<file path="src/rtl/bfii.sv">
// Radix-2^2 SDF butterfly type II stage: optional -j rotation followed by a radix-2
// add/sub through a single-delay feedback buffer of depth L. One complex sample per
// accepted cycle in and out, one clock of latency, output one bit wider than input.
module bfii #(
    parameter int unsigned DATA_WIDTH = 16,
    parameter int unsigned N_POINTS   = 16,
    parameter int unsigned STAGE      = 0,
    localparam int unsigned OUT_WIDTH = DATA_WIDTH + 1
) (
    input  logic                        clk,
    input  logic                        rst,
    input  logic                        sync_clr,
    input  logic                        in_val,
    input  logic signed [DATA_WIDTH-1:0] in_re,
    input  logic signed [DATA_WIDTH-1:0] in_im,
    output logic                        out_val,
    output logic signed [OUT_WIDTH-1:0] out_re,
    output logic signed [OUT_WIDTH-1:0] out_im
);

    localparam int unsigned L  = N_POINTS >> (2 * STAGE + 2);
    // Counter spans one full 4L-sample period; top two bits are the t/s control bits.
    localparam int unsigned CW = (L >= 1) ? $clog2(4 * L) : 2;
    localparam int unsigned AW = (L > 1) ? $clog2(L) : 1;

    if (L < 1) begin : g_bad_len
        $error("bfii: N_POINTS >> (2*STAGE+2) must be at least 1");
    end

    logic [CW-1:0]              c_q, c_d;
    logic                       primed_q, primed_d;
    logic                       accepted;
    logic [AW-1:0]              addr;
    logic                       s, t;
    logic signed [OUT_WIDTH-1:0] x_re, x_im;
    logic signed [OUT_WIDTH-1:0] fb_re, fb_im;
    logic signed [OUT_WIDTH-1:0] wr_re, wr_im;
    logic signed [OUT_WIDTH-1:0] res_re, res_im;
    logic signed [OUT_WIDTH-1:0] buf_re_q [0:L-1];
    logic signed [OUT_WIDTH-1:0] buf_im_q [0:L-1];

    // Control decode, rotation, butterfly arithmetic and next-state.
    always_comb begin
        accepted = in_val & ~sync_clr;
        addr     = (L > 1) ? c_q[AW-1:0] : '0;
        s        = c_q[CW-2];
        t        = c_q[CW-1];

        // Multiply by -j in the second half of the butterfly-active quarter pair.
        if (s && t) begin
            x_re = OUT_WIDTH'(in_im);
            x_im = -OUT_WIDTH'(in_re);
        end else begin
            x_re = OUT_WIDTH'(in_re);
            x_im = OUT_WIDTH'(in_im);
        end

        fb_re = buf_re_q[addr];
        fb_im = buf_im_q[addr];

        if (s) begin
            res_re = fb_re + x_re;
            res_im = fb_im + x_im;
            wr_re  = fb_re - x_re;
            wr_im  = fb_im - x_im;
        end else begin
            // Fill phase drains the previous differences while storing the new half.
            res_re = fb_re;
            res_im = fb_im;
            wr_re  = x_re;
            wr_im  = x_im;
        end

        c_d      = c_q;
        primed_d = primed_q;
        if (sync_clr) begin
            c_d      = '0;
            primed_d = 1'b0;
        end else if (accepted) begin
            c_d = c_q + 1'b1;
            if (c_q == CW'(L - 1)) begin
                primed_d = 1'b1;
            end
        end
    end

    // Counter, priming flag and registered outputs.
    always_ff @(posedge clk or negedge rst) begin
        if (!rst) begin
            c_q      <= '0;
            primed_q <= 1'b0;
            out_val  <= 1'b0;
            out_re   <= '0;
            out_im   <= '0;
        end else begin
            c_q      <= c_d;
            primed_q <= primed_d;
            out_val  <= accepted & primed_q;
            if (accepted) begin
                out_re <= res_re;
                out_im <= res_im;
            end
        end
    end

    // Feedback buffer: read-old, write-new at the same address each accepted sample.
    always_ff @(posedge clk or negedge rst) begin
        if (!rst) begin
            for (int i = 0; i < int'(L); i++) begin
                buf_re_q[i] <= '0;
                buf_im_q[i] <= '0;
            end
        end else if (accepted) begin
            buf_re_q[addr] <= wr_re;
            buf_im_q[addr] <= wr_im;
        end
    end

endmodule

</file>
<file path="config.mk">
export PLATFORM = sky130hd
export DESIGN_NAME = bfii
export DESIGN_NICKNAME = d
export VERILOG_FILES = /design/src/rtl/bfii.sv
export SDC_FILE = /design/constraint.sdc
export NUM_CORES = 1
export LEC_CHECK = 0
export CAP_MARGIN = 20
export CELL_PAD_IN_SITES_DETAIL_PLACEMENT = 1
export CELL_PAD_IN_SITES_GLOBAL_PLACEMENT = 2
export CORE_MARGIN = 10
export CORE_UTILIZATION = 41
export CTS_CLUSTER_DIAMETER = 30
export DETAILED_ROUTE_END_ITERATION = 7
export HOLD_SLACK_MARGIN = 0.05
export PLACE_DENSITY_LB_ADDON = 0.1
export REMOVE_ABC_BUFFERS = 1
export SLEW_MARGIN = 20
export SYNTH_ARGS = -nofsm -noshare
export SYNTH_HDL_FRONTEND = slang
export SYNTH_SLANG_ARGS = --single-unit
</file>
<file path="constraint.sdc">
create_clock -name clk -period 7.3 [get_ports clk]
set_input_delay 0.73 -clock clk [delete_from_list [all_inputs] [get_ports clk]]
set_output_delay 0.73 -clock clk [all_outputs]
set_load 0.1 [all_outputs]
</file>
Figure 1. Met1 routing (run 1).
Supply wires on this layer in gray. Cells faint in the background.
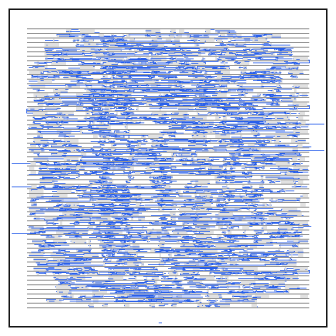
nets with wire on the layer: 1324
longest straight run: 53.4 microns
wire length on this layer: 16700 microns
share of all routed wire: 47%
main direction: horizontal
Total Routed Length: 35.28 mm
total via count in the routed design: 9395

Figure 2. The clock network (run 1).
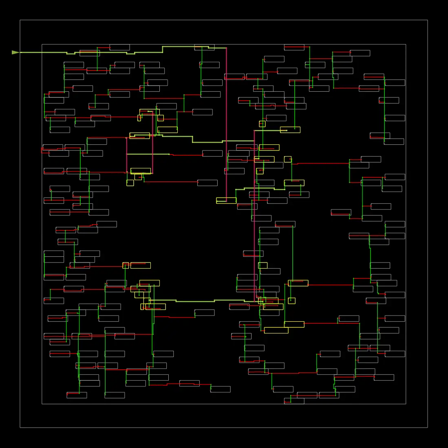
total of clock buffers placed in the layout: 19
post-route clock skew: 0.01672 ns

==> PnR_summary.wiki, run 1 <==
== Flow metrics ==
{| class="wikitable"
! Metric !! Value
|-
| Run status || finished clean
|-
| Worst ir drop on vdd || 148.3 uV
|-
| Total of cells resized after clock tree synthesis || 0
|-
| Clk root buf || clkbuf_16
|-
| Multiplexer share of the synthesized area || 11.41%
|-
| Count of input and output buffers || 70
|-
| Ratio of cells with drive above 1 in the final layout || 8.264%
|-
| Synth Register Bits || 176
|-
| Initial antenna violation count || 3
|-
| Cell type contributing the most total cell area after synthesis || dfrtp_1
|-
| Number of clock sinks || 176
|-
| Slew margin rel. || 32.32%
|-
| Iteration count of the initial detailed-routing pass || 4
|-
| Count of distinct cell types in the synthesized netlist || 68
|-
| PD cells || 319.6 nW/um^2
|-
| Worst setup slack after placement || 2.288 ns
|-
| Clock transition at the registers of the reported paths || 0.07 ns
|-
| Basic-gate share of the synthesized area counting and, or, nand and nor cells || 15.95%
|-
| Measured slew at the worst slew-check pin || 1.012 ns
|-
| Number of vias per cell || 5.488
|-
| Global-route wire length before repair || 56.39 mm
|-
| Worst reg2reg path endpoint || buf_re_q[48]
|-
| Post-route DRC || 0
|-
| Peak fanout along the critical path || 10
|-
| Data arrival at the endpoint of the critical path || 4.96 ns
|-
| XOR/XNOR Area Share || 4.086%
|-
| HP Class || input port to asynchronous set/reset pin
|-
| Register-to-register setup slack || 2.77 ns
|-
| Internal Dissipation || 0.002398 W
|-
| Reg-to-reg startpoint || c_q[2]
|-
| Via count of the first global-routing pass || 9812
|-
| Hold-fix buffers at CTS || 0
|-
| Required time of the critical path || 7.68 ns
|-
| Syn_area_per_cell || 8.953 sq um
|-
| Die outline width || 188.0 microns
|-
| Post-synth top area share || 38.05%
|-
| Cell depth of the worst flop-to-flop path || 13
|-
| Post-detailed-route wirelength per cell || 20.61 microns
|-
| Synth warn || 0
|-
| Maxcap violations || 0
|-
| Total tool warning count || 60
|-
| Area of the core || 27860 sq um
|-
| Pin count of the biggest net entering global routing || 111
|-
| Worst setup path class || input port to flop
|-
| Violation count after the first detailed-route iteration || 413
|-
| Proportion of total power due to net switching || 42.95%
|-
| Longest Clk Path Bufs || 2
|-
| Final Worst Setup Slack || 2.717 ns
|-
| Synth Flop Type || dfrtp_1
|-
| Ports placed on the boundary || 71
|-
| Top logic cell family in the synthesized netlist || AND-OR/OR-AND gates
|-
| Fraction of power consumed by sequential logic || 33.0%
|-
| Crit share post-route || 62.78%
|-
| HPWL reported at the end of detailed placement || 25.61 mm
|-
| Proportion of synthesized flip-flops having asynchronous set or reset || 100.0%
|-
| Achievable Freq || 218.2 MHz
|-
| Kind of capture point of the worst setup path || flop
|-
| Clock tree from TritonCTS || done
|-
| AND-OR/OR-AND Cells, Area Fraction || 17.67%
|-
| Count of flip-flops with a built-in enable after synthesis || 0
|-
| Nets || 1427
|-
| Fin. Hold Viols || 0
|-
| Number of buffers inserted during clock tree synthesis || 17
|-
| Area growth from synthesis to layout || 13.62%
|-
| Count of fill cells added during filler insertion || 3217
|-
| Critical Path Source Type || input port
|-
| Antenna-violating nets left || 0
|-
| Total number of placement rows || 61
|-
| Number of buffers inserted to repair setup after CTS || 0
|-
| Leading cell types in the layout, fill and taps excluded || nand2_1, dfrtp_1, o21ai_0, nor2_1, a21oi_1
|-
| Floorplan die area || 35360 sq um
|-
| Sequential cell area fraction in the yosys report || 38.05%
|-
| Combined global-route utilization of all metal layers || 19.96%
|-
| Initial standard-cell utilization of the core || 41.55%
|-
| Gate count after technology mapping || 1293
|-
| Switching power || 0.001805 W
|-
| Highest-count logic cell in the final layout || nand2_1
|-
| RSZ-0062 raised after global routing || no
|-
| Fin. max-slew vios || 0
|-
| Chip area line of the yosys report || 11580 sq um
|-
| Number of cells in Yosys stat || 1293
|-
| Final critical path time including I/O delays and setup || 4.583 ns
|-
| Synthesized-area fraction occupied by adder cells || 8.042%
|-
| Number of H-tree levels || 4
|-
| Synth area leaders || dfrtp_1, ha_1, o21ai_0
|-
| Grt ovf || 0
|-
| Combinational Power Share || 45.1%
|-
| Netlist Area Pre-Place || 11580 sq um
|-
| Setup_tns || 0 ns
|-
| Die Y-Extent || 188.0 microns
|-
| Number of failing setup endpoints in the final timing report || 0
|-
| Leakage component of the power || 5.813 nW
|-
| RePlAce Congestion || 0.8476
|}
Figure 3. Clock wires, drivers and flops (run 1).
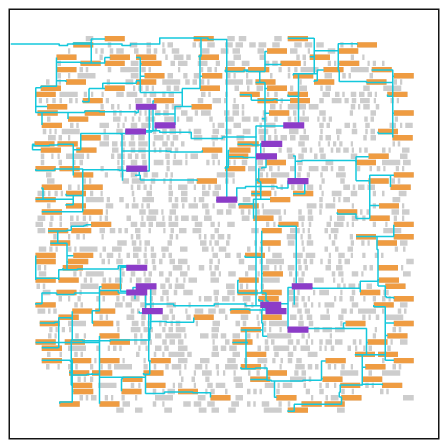
[clock wires] cyan | length: 2750 microns
[flip-flops] orange | count: 176
[clock-net drivers] purple | count: 17
flops lie: all over the die
routed clock nets: 18
clock network power consumption: 0.000920 W
latest clock arrival within the worst-skew pair: 0.44 ns
Clock power frac: 21.9%

run 1: how the worst max path moves through the flow:
stage / start / endpoint / slack, ns / cells past startpoint
floorplan: c_q[2] / buf_re_q[31] / 1.45 / 13
global placement: in_re[6] / out_im[12] / 2.32 / 13
detailed placement: in_re[6] / out_im[12] / 2.29 / 13
CTS: in_re[6] / out_im[12] / 2.73 / 13
global route: c_q[2] / buf_re_q[48] / 2.40 / 13
finish: in_re[6] / out_im[12] / 2.72 / 13
run 1: sequential cells by signal (all words and copies together) (netlist names):
register and flops:
buf_im_q 68, buf_re_q 68, out_im 17, out_re 17, c_q 4, out_val 1, primed_q 1
run 1: area by class of cell:
type,instances,area [sq um],share of cell area [%]
tap,378,473.0,3.596
timing repair buffer,84,809.5,6.155
antenna,3,7.507,0.05708
inverter,69,259.0,1.969
sequential,176,4408,33.51
clock buffer,19,432.9,3.291
multi-input combinational,971,6635,50.45
clock inverter,12,127.6,0.9703
run 1: power groups by stage:
| stage | registers, W | clock network [W] | logic [W] |
|---|---|---|---|
| 2_1_floorplan | 0.00175 | 0 | 0.00104 |
| 3_3_place_gp | 0.00140 | 0 | 0.00186 |
| 3_5_place_dp | 0.00141 | 0 | 0.00189 |
| 4_1_cts | 0.00139 | 0.000943 | 0.00191 |
| 5_1_grt | 0.00143 | 0.000985 | 0.00208 |
| 6_report | 0.00139 | 0.000920 | 0.00190 |
run 1: routing by layer:
layer	vias up	part of all wire [%]	routed length, microns	GRT usage [%]
met5	-	0	0	0
met4	0	1.1	403	4.062
met3	25	3.5	1222	3.154
met2	111	48	16920	32.97
met1	4669	47	16740	27.03
li1	4590	-	-	-
run 1: worst max-delay path, stage by stage:
cell and delay, ns:
clkdlybuf4s50_1 0.51, or4_1 0.64, nor2_1 0.27, nor3_1 0.09, a21o_1 0.19, ha_1 0.45
nor4bb_1 0.52, o21ai_0 0.16, a21oi_1 0.26, o2111ai_1 0.24, and3_1 0.25, o311ai_0 0.46
o21a_1 0.20
run 1: through the flow:
stage          util [%]  power, W  area, sq um  hold WS (ns)  std cells
5_1_grt           47.20  0.004495        13150        0.4786       1710
3_3_place_gp      45.17  0.003262        12580        0.4532       1678
4_1_cts           47.19  0.004241        13150        0.4572       1709
2_1_floorplan         -  0.002786        11280        0.4344       1216
3_5_place_dp      45.17  0.003303        12580        0.4622       1678
6_report          47.21  0.004203        13150        0.3515       1712
run 1: synth_stat cells (6+ instances only):
cell        n
a211oi_1    7
a21o_1     13
a21oi_1    70
a22oi_1     7
a31oi_1    18
and3_1      6
buf_1      10
clkbuf_1   64
dfrtp_1   176
ha_1       68
inv_1      68
mux2_2      9
mux2i_1    44
mux4_2     34
nand2_1   195
nand2b_1   16
nand3_1    19
nor2_1     82
nor2b_1    13
nor3_1     26
nor3b_1     7
nor4_1      8
o21a_1      7
o21ai_0   169
o21ai_1     9
o21bai_1    8
o311ai_0    6
o31ai_1     9
or3_1      10
xnor2_1    40
xor2_1     14
run 1: logic make-up (layout without fill, tap and decap cells):
group / count (synthesis) / in the layout
xor+xnor: 54 / 54
flops: 176 / 176
compound gates: 351 / 351
simple gates: 406 / 406
other cells: 0 / 3
fa+ha+maj: 72 / 72
buf+inv: 146 / 184
mux: 88 / 88
Figure 4. Drive-strength map (run 1).
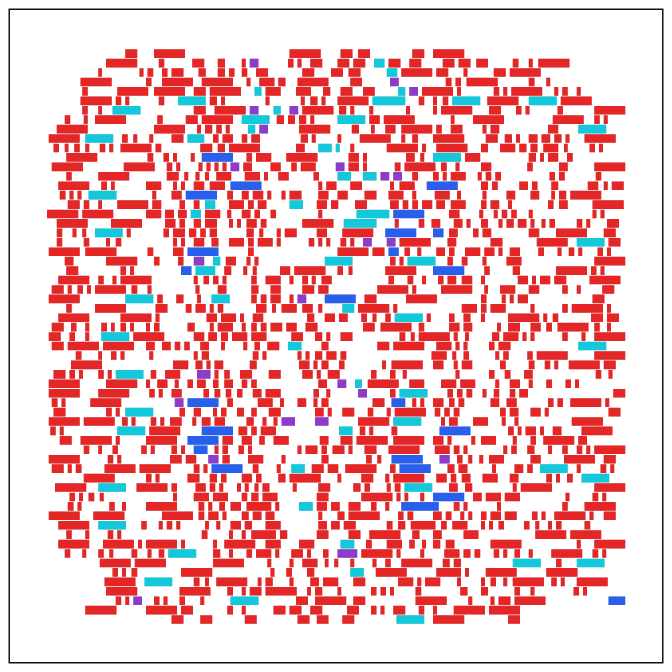

==> inputs of run 2 (changes only) <==
--- a/config.mk
+++ b/config.mk
@@ -9,7 +9,7 @@
 export CELL_PAD_IN_SITES_DETAIL_PLACEMENT = 1
 export CELL_PAD_IN_SITES_GLOBAL_PLACEMENT = 2
 export CORE_MARGIN = 10
-export CORE_UTILIZATION = 41
+export CORE_UTILIZATION = 38
 export CTS_CLUSTER_DIAMETER = 30
 export DETAILED_ROUTE_END_ITERATION = 7
 export HOLD_SLACK_MARGIN = 0.05
==> constraint.sdc (replaced) <==
create_clock -name clk -period 4.69 [get_ports clk]
set_input_delay 0.469 -clock clk [delete_from_list [all_inputs] [get_ports clk]]
set_output_delay 0.469 -clock clk [all_outputs]
set_load 0.1 [all_outputs]
Figure 5. Drive-strength map (run 2).
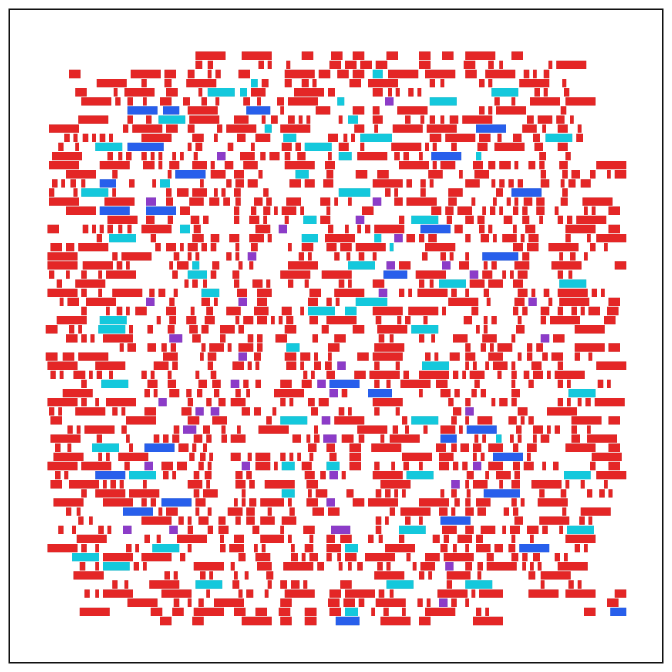
| size | color | cells |
|---|---|---|
| x3 and x4 | purple | 40 |
| x6 and larger | blue | 28 |
| x1 and smaller | red | 1222 |
| x2 | cyan | 64 |
count of non-CTS buffers in the layout: 106
Final Worst Setup Slack: 0.6503 ns
area growth from synthesis to layout: 15.99%
Design Area, Final: 13430 sq um

Figure 6. Placed cells, one color a class (run 2).
The bar under the picture is 50 microns long.
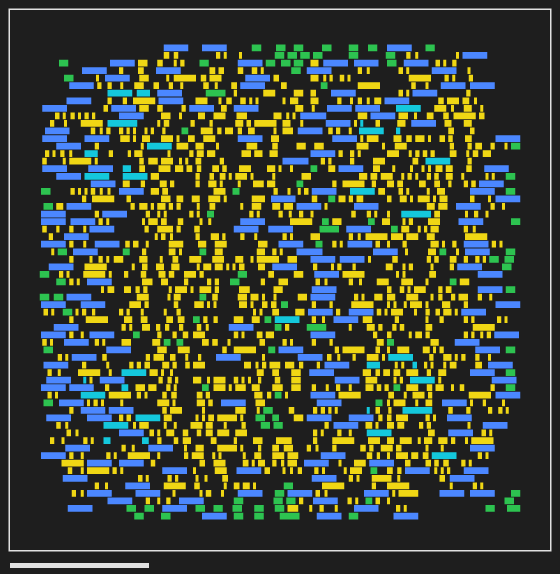
| class | color | cells | share of their area |
|---|---|---|---|
| remaining buffers and delay cells | green | 106 | 7.9% |
| remaining logic cells | yellow | 1040 | 53% |
| clock drivers and dummy loads | cyan | 32 | 4.7% |
| registers | blue | 176 | 34% |
area of the core: 29870 sq um
total number of placement rows: 63
Final Core Density: 44.94%
flip-flop and latch share of the layout cell area: 32.83%

==> PnR_summary.wiki, run 2 <==
== Flow metrics ==
{| class="wikitable"
! Metric !! Value
|-
| Switching power || 0.002777 W
|-
| Leading cell types in the layout, fill and taps excluded || nand2_1, dfrtp_1, o21ai_0, nor2_1, a21oi_1
|-
| Synth Register Bits || 176
|-
| Worst ir drop on vdd || 266.4 uV
|-
| Hold-fix buffers at CTS || 0
|-
| Longest Clk Path Bufs || 2
|-
| Post-synth top area share || 38.05%
|-
| Die Y-Extent || 194.5 microns
|-
| Data arrival at the endpoint of the critical path || 4.33 ns
|-
| RSZ-0062 raised after global routing || no
|-
| Fraction of power consumed by sequential logic || 32.2%
|-
| Nets || 1449
|-
| Achievable Freq || 247.5 MHz
|-
| Violation count after the first detailed-route iteration || 444
|-
| Measured slew at the worst slew-check pin || 0.9896 ns
|-
| RePlAce Congestion || 0.8490
|-
| Ports placed on the boundary || 71
|-
| Run status || finished clean
|-
| Start point of the critical path || in_re[9]
|-
| Count of input and output buffers || 70
|-
| HP Class || input port to asynchronous set/reset pin
|-
| Synth area leaders || dfrtp_1, ha_1, o21ai_0
|-
| Total of cells resized after clock tree synthesis || 0
|-
| Clk root buf || clkbuf_16
|-
| Number of H-tree levels || 4
|-
| Post-route DRC || 0
|-
| Count of distinct cell types in the synthesized netlist || 68
|-
| Placed cells || 1712
|-
| Post-detailed-route wirelength per cell || 20.87 microns
|-
| Initial standard-cell utilization of the core || 38.75%
|-
| Critical Path Source Type || input port
|-
| Pin count of the biggest net entering global routing || 111
|-
| Floorplan die area || 37840 sq um
|-
| Syn_area_per_cell || 8.953 sq um
|-
| Synth Flop Type || dfrtp_1
|-
| Largest registers ranked by flip-flop count || buf_im_q x68, buf_re_q x68
|-
| Die outline width || 194.5 microns
|-
| Slew margin rel. || 33.82%
|-
| Final critical path time including I/O delays and setup || 4.040 ns
|-
| Count of fill cells added during filler insertion || 3444
|-
| Register-to-register setup slack || 0.73 ns
|-
| Post-route clock skew || 0.009160 ns
|-
| Number of clock sinks || 176
|-
| Antenna-violating nets left || 0
|-
| Crit share post-route || 86.13%
|-
| Worst setup path class || input port to flop
|-
| Iteration count of the initial detailed-routing pass || 5
|-
| Proportion of total power due to net switching || 41.54%
|-
| Combinational Power Share || 45.0%
|-
| Reg-to-reg startpoint || c_q[0]
|-
| HPWL reported at the end of detailed placement || 27.06 mm
|-
| Maxcap violations || 0
|-
| Initial antenna violation count || 2
|-
| Proportion of synthesized flip-flops having asynchronous set or reset || 100.0%
|-
| Final Instance Count excl. Fillers || 1745
|-
| Netlist Area Pre-Place || 11580 sq um
|-
| Number of vias per cell || 5.442
|-
| Ratio of cells with drive above 1 in the final layout || 9.749%
|-
| Latest clock arrival within the worst-skew pair || 0.46 ns
|-
| Cell type contributing the most total cell area after synthesis || dfrtp_1
|-
| Number of cells in Yosys stat || 1293
|-
| Sequential cell area fraction in the yosys report || 38.05%
|-
| Required time of the critical path || 4.98 ns
|-
| Count of flip-flops with a built-in enable after synthesis || 0
|-
| Chip area line of the yosys report || 11580 sq um
|-
| Number of failing setup endpoints in the final timing report || 0
|-
| Number of buffers inserted during clock tree synthesis || 17
|}
Figure 7. Met1 routing (run 2).
Supply wires on this layer in gray. Cells faint in the background.
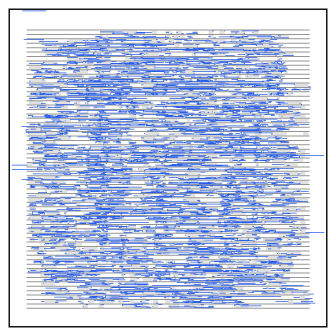
longest straight run: 54.7 microns
main direction: horizontal
wire length on this layer: 17700 microns
share of all routed wire: 49%
Total Routed Length: 36.42 mm
met1 usage: 26.26%
total via count in the routed design: 9496

-- run 2: worst paths after layout --
path,end,depth (start not counted)
max,buf_im_q[16],15
min,out_re[3],1
max reg2reg,buf_re_q[31],15
min reg2reg,out_re[13],2
max in group asynchronous,buf_im_q[33],2
min in group clk,out_re[13],2
-- run 2: final cells by class --
cell class / instances / area, sq um / share of cell area [%]
sequential: 176 / 4408 / 32.83
antenna: 1 / 2.502 / 0.01864
tap: 390 / 488.0 / 3.634
clock inverter: 9 / 131.4 / 0.9785
timing repair buffer: 106 / 1025 / 7.632
multi-input combinational: 971 / 6635 / 49.42
clock buffer: 23 / 478.0 / 3.560
inverter: 69 / 259.0 / 1.929
-- run 2: kinds of logic after synthesis --
group / after synthesis / synth area share, %
XOR/XNOR: 54 / 4.086
adder cells (fa/ha/maj): 72 / 8.042
AND-OR/OR-AND: 351 / 17.67
buffers and inverters: 146 / 4.788
AND/OR/NAND/NOR: 406 / 15.95
flip-flops: 176 / 38.05
multiplexers: 88 / 11.41
-- run 2: power by group through the flow --
stage                     clock network, W  logic (W)  registers [W]
final                              0.00153    0.00301        0.00215
after global routing               0.00163    0.00333        0.00221
after detailed placement                 0    0.00301        0.00218
after floorplan                          0    0.00162        0.00272
after CTS                          0.00156    0.00303        0.00216
after global placement                   0    0.00297        0.00217
-- run 2: per-stage QoR --
stage	setup TNS, ns	hold slack, ns	total power, W	setup WS, ns	cell area, sq um
global route	0	0.1983	0.007168	0.3193	13420
global placement	0	0.4499	0.005135	0.2576	12810
finish	0	0.1320	0.006685	0.6503	13430
floorplan	-82.09	0.1734	0.004337	-1.162	11280
detailed placement	0	0.4559	0.005198	0.1804	12810
CTS	0	0.1763	0.006752	0.6405	13420
-- run 2: critical path, stage by stage --
cell and delay (ns):
clkdlybuf4s50_1 0.50, or3_1 0.49, nor2_1 0.28, and3_1 0.33, xnor2_1 0.16, mux2i_1 0.12, ha_1 0.32, inv_1 0.12
a21oi_1 0.05, or2_2 0.30, a31o_2 0.27, a221oi_1 0.31, nor2_1 0.10, nor3_1 0.38, o21ai_0 0.13
-- run 2: per-layer routing --
layer	routed length [microns]	up-vias	global-route usage (%)
li1	-	4622	-
met1	17670	4716	26.26
met2	16940	109	31.43
met3	1011	47	3.080
met4	785	2	6.246
met5	13	-	0
==> inputs of run 3 (changes only) <==
--- a/config.mk
+++ b/config.mk
@@ -10,7 +10,6 @@
 export CELL_PAD_IN_SITES_GLOBAL_PLACEMENT = 2
 export CORE_MARGIN = 10
 export CORE_UTILIZATION = 38
-export CTS_CLUSTER_DIAMETER = 30
 export DETAILED_ROUTE_END_ITERATION = 7
 export HOLD_SLACK_MARGIN = 0.05
 export PLACE_DENSITY_LB_ADDON = 0.1
Figure 8. Placed cells, one color a class (run 3).
The bar under the picture is 50 microns long.
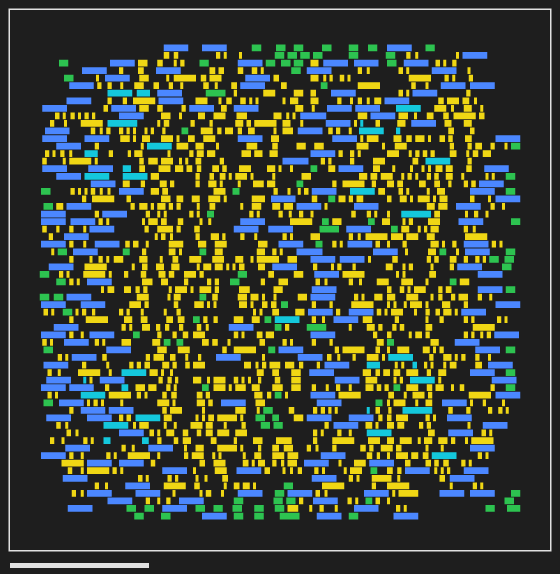

Figure 9. Drive-strength map (run 3).
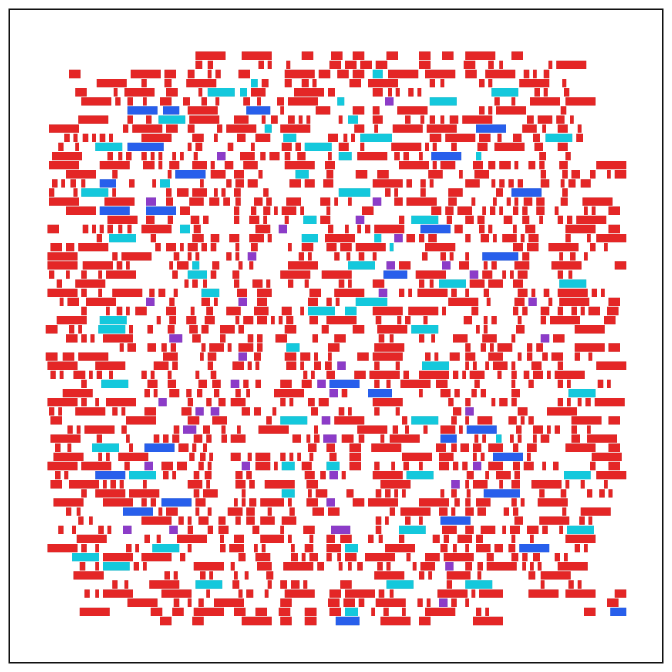
| size | color | cells |
|---|---|---|
| x1 and smaller | red | 1222 |
| x3 and x4 | purple | 40 |
| x2 | cyan | 64 |
| x6 and larger | blue | 28 |

Figure 10. Clock wires, drivers and flops (run 3).
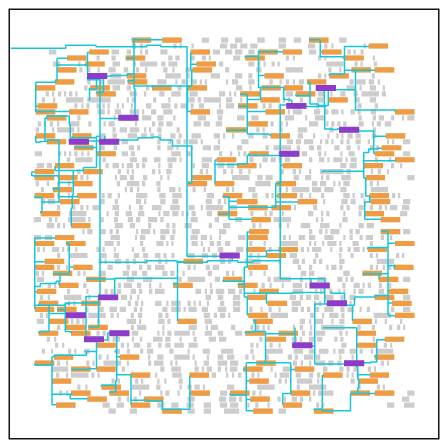
[flip-flops] orange | count: 176
[clock-net drivers] purple | count: 17
[clock wires] cyan | length: 2760 microns
flops lie: all over the die
latest clock arrival within the worst-skew pair: 0.46 ns
Clock power frac: 22.8%
clock network power consumption: 0.00153 W

==> PnR_summary.wiki, run 3 <==
== Flow metrics ==
{| class="wikitable"
! Metric !! Value
|-
| Placed instance area || 12810 sq um
|-
| Internal Dissipation || 0.003908 W
|-
| RePlAce Congestion || 0.8490
|-
| Pin count of the biggest net entering global routing || 111
|-
| Worst setup slack after placement || 0.1804 ns
|-
| RSZ-0062 raised after global routing || no
|-
| Worst setup path class || input port to flop
|-
| Synth Flop Type || dfrtp_1
|-
| Combined global-route utilization of all metal layers || 19.54%
|-
| Synth area leaders || dfrtp_1, ha_1, o21ai_0
|-
| Grt ovf || 0
|-
| Setup_tns || 0 ns
|-
| Total of cells resized after clock tree synthesis || 0
|-
| Longest Clk Path Bufs || 2
|-
| Combinational Power Share || 45.0%
|-
| Nets || 1449
|-
| Number of buffers inserted during clock tree synthesis || 17
|-
| Initial antenna violation count || 2
|-
| Antenna-violating nets left || 0
|-
| HPWL reported at the end of detailed placement || 27.06 mm
|-
| Die outline width || 194.5 microns
|-
| Area growth from synthesis to layout || 15.99%
|-
| Fin. Hold Viols || 0
|-
| Area taken by multi-input logic gates || 6635 sq um
|-
| Achievable Freq || 247.5 MHz
|-
| Number of clock sinks || 176
|-
| Violation count after the first detailed-route iteration || 444
|-
| Number of H-tree levels || 4
|-
| Netlist Area Pre-Place || 11580 sq um
|-
| Final critical path time including I/O delays and setup || 4.040 ns
|-
| PD cells || 497.9 nW/um^2
|-
| Fin. max-slew vios || 0
|-
| Cell type contributing the most total cell area after synthesis || dfrtp_1
|-
| Number of buffers inserted to repair setup after CTS || 0
|-
| Reg area || 4408 sq um
|-
| Proportion of total power due to net switching || 41.54%
|-
| Worst ir drop on vdd || 266.4 uV
|-
| Total number of placement rows || 63
|-
| Clock tree from TritonCTS || done
|-
| Count of fill cells added during filler insertion || 3444
|-
| Measured slew at the worst slew-check pin || 0.9896 ns
|-
| Post-route DRC || 0
|-
| Clk root buf || clkbuf_16
|-
| Post-route clock skew || 0.009160 ns
|-
| Via count of the first global-routing pass || 10.25k
|-
| Run status || finished clean
|-
| Iteration count of the initial detailed-routing pass || 5
|-
| Number of failing setup endpoints in the final timing report || 0
|-
| Total via count in the routed design || 9496
|-
| Leakage component of the power || 5.966 nW
|-
| Post-detailed-route wirelength per cell || 20.87 microns
|-
| Synth warn || 0
|-
| Cell types with the highest counts after synthesis || nand2_1, dfrtp_1, o21ai_0
|-
| Global-route wire length before repair || 59.10 mm
|-
| Chip area line of the yosys report || 11580 sq um
|-
| Kind of capture point of the worst setup path || flop
|-
| Clock transition at the registers of the reported paths || 0.06 ns
|-
| Data arrival at the endpoint of the critical path || 4.33 ns
|-
| Proportion of synthesized flip-flops having asynchronous set or reset || 100.0%
|-
| Ratio of cells with drive above 1 in the final layout || 9.749%
|-
| Synth Register Bits || 176
|-
| Final Worst Setup Slack || 0.6503 ns
|-
| Peak fanout along the critical path || 5
|-
| Maxcap violations || 0
|-
| Switching power || 0.002777 W
|-
| Fraction of power consumed by sequential logic || 32.2%
|-
| Highest-count logic cell in the final layout || nand2_1
|-
| Initial standard-cell utilization of the core || 38.75%
|-
| Sequential cell area fraction in the yosys report || 38.05%
|-
| Count of distinct cell types in the synthesized netlist || 68
|-
| Count of input and output buffers || 70
|}
==> run 3: path summary, 6_finish.rpt <==
check	from	to	slack (ns)	depth (start not counted)
hold reg to reg	out_re[13]	out_re[13]	0.46	2
min in group clk	out_re[13]	out_re[13]	0.46	2
max in group asynchronous	rst	buf_im_q[33]	3.63	2
setup / recovery	in_re[9]	buf_im_q[16]	0.65	15
setup reg to reg	c_q[0]	buf_re_q[31]	0.73	15
hold / removal	rst	out_re[3]	0.13	1
==> run 3: logic make-up after synthesis <==
group,synth area share (%)
buffers and inverters,4.788
AOI/OAI and AO/OA,17.67
adders and majority gates,8.042
and+or+nand+nor,15.95
xor gates and xnor gates,4.086
DFF,38.05
muxes,11.41
==> run 3: layout make-up <==
cell class | instances | area share (%)
multi-input cells | 971 | 49.42
inverters | 69 | 1.929
clock buffers | 23 | 3.560
flip-flops and latches | 176 | 32.83
well taps | 390 | 3.634
clock inverters | 9 | 0.9785
diodes | 1 | 0.01864
repair buffers | 106 | 7.632
==> run 3: critical path, stage by stage <==
cell             delay [ns]
clkdlybuf4s50_1        0.50
or3_1                  0.49
nor2_1                 0.28
and3_1                 0.33
xnor2_1                0.16
mux2i_1                0.12
ha_1                   0.32
inv_1                  0.12
a21oi_1                0.05
or2_2                  0.30
a31o_2                 0.27
a221oi_1               0.31
nor2_1                 0.10
nor3_1                 0.38
o21ai_0                0.13
==> run 3: per-layer routing <==
metal / part of all wire, % / GRT usage (%) / wire, microns
met3: 2.8 / 3.080 / 1011
met1: 49 / 26.26 / 17670
met4: 2.2 / 6.246 / 785
met5: 0.036 / 0 / 13
met2: 47 / 31.43 / 16940
==> run 3: metrics by stage <==
stage | util [%] | std cells
4_1_cts | 44.93 | 1744
6_report | 44.94 | 1745
3_5_place_dp | 42.89 | 1712
3_3_place_gp | 42.89 | 1712
2_1_floorplan | - | 1216
5_1_grt | 44.93 | 1744
==> run 3: power by group through the flow <==
stage | Combinational [W] | Sequential (W) | Clock (W)
floorplan | 0.00162 | 0.00272 | 0
detailed placement | 0.00301 | 0.00218 | 0
global placement | 0.00297 | 0.00217 | 0
finish | 0.00301 | 0.00215 | 0.00153
CTS | 0.00303 | 0.00216 | 0.00156
global route | 0.00333 | 0.00221 | 0.00163
No activity file was given, so power comes from the tool's default toggle rates.
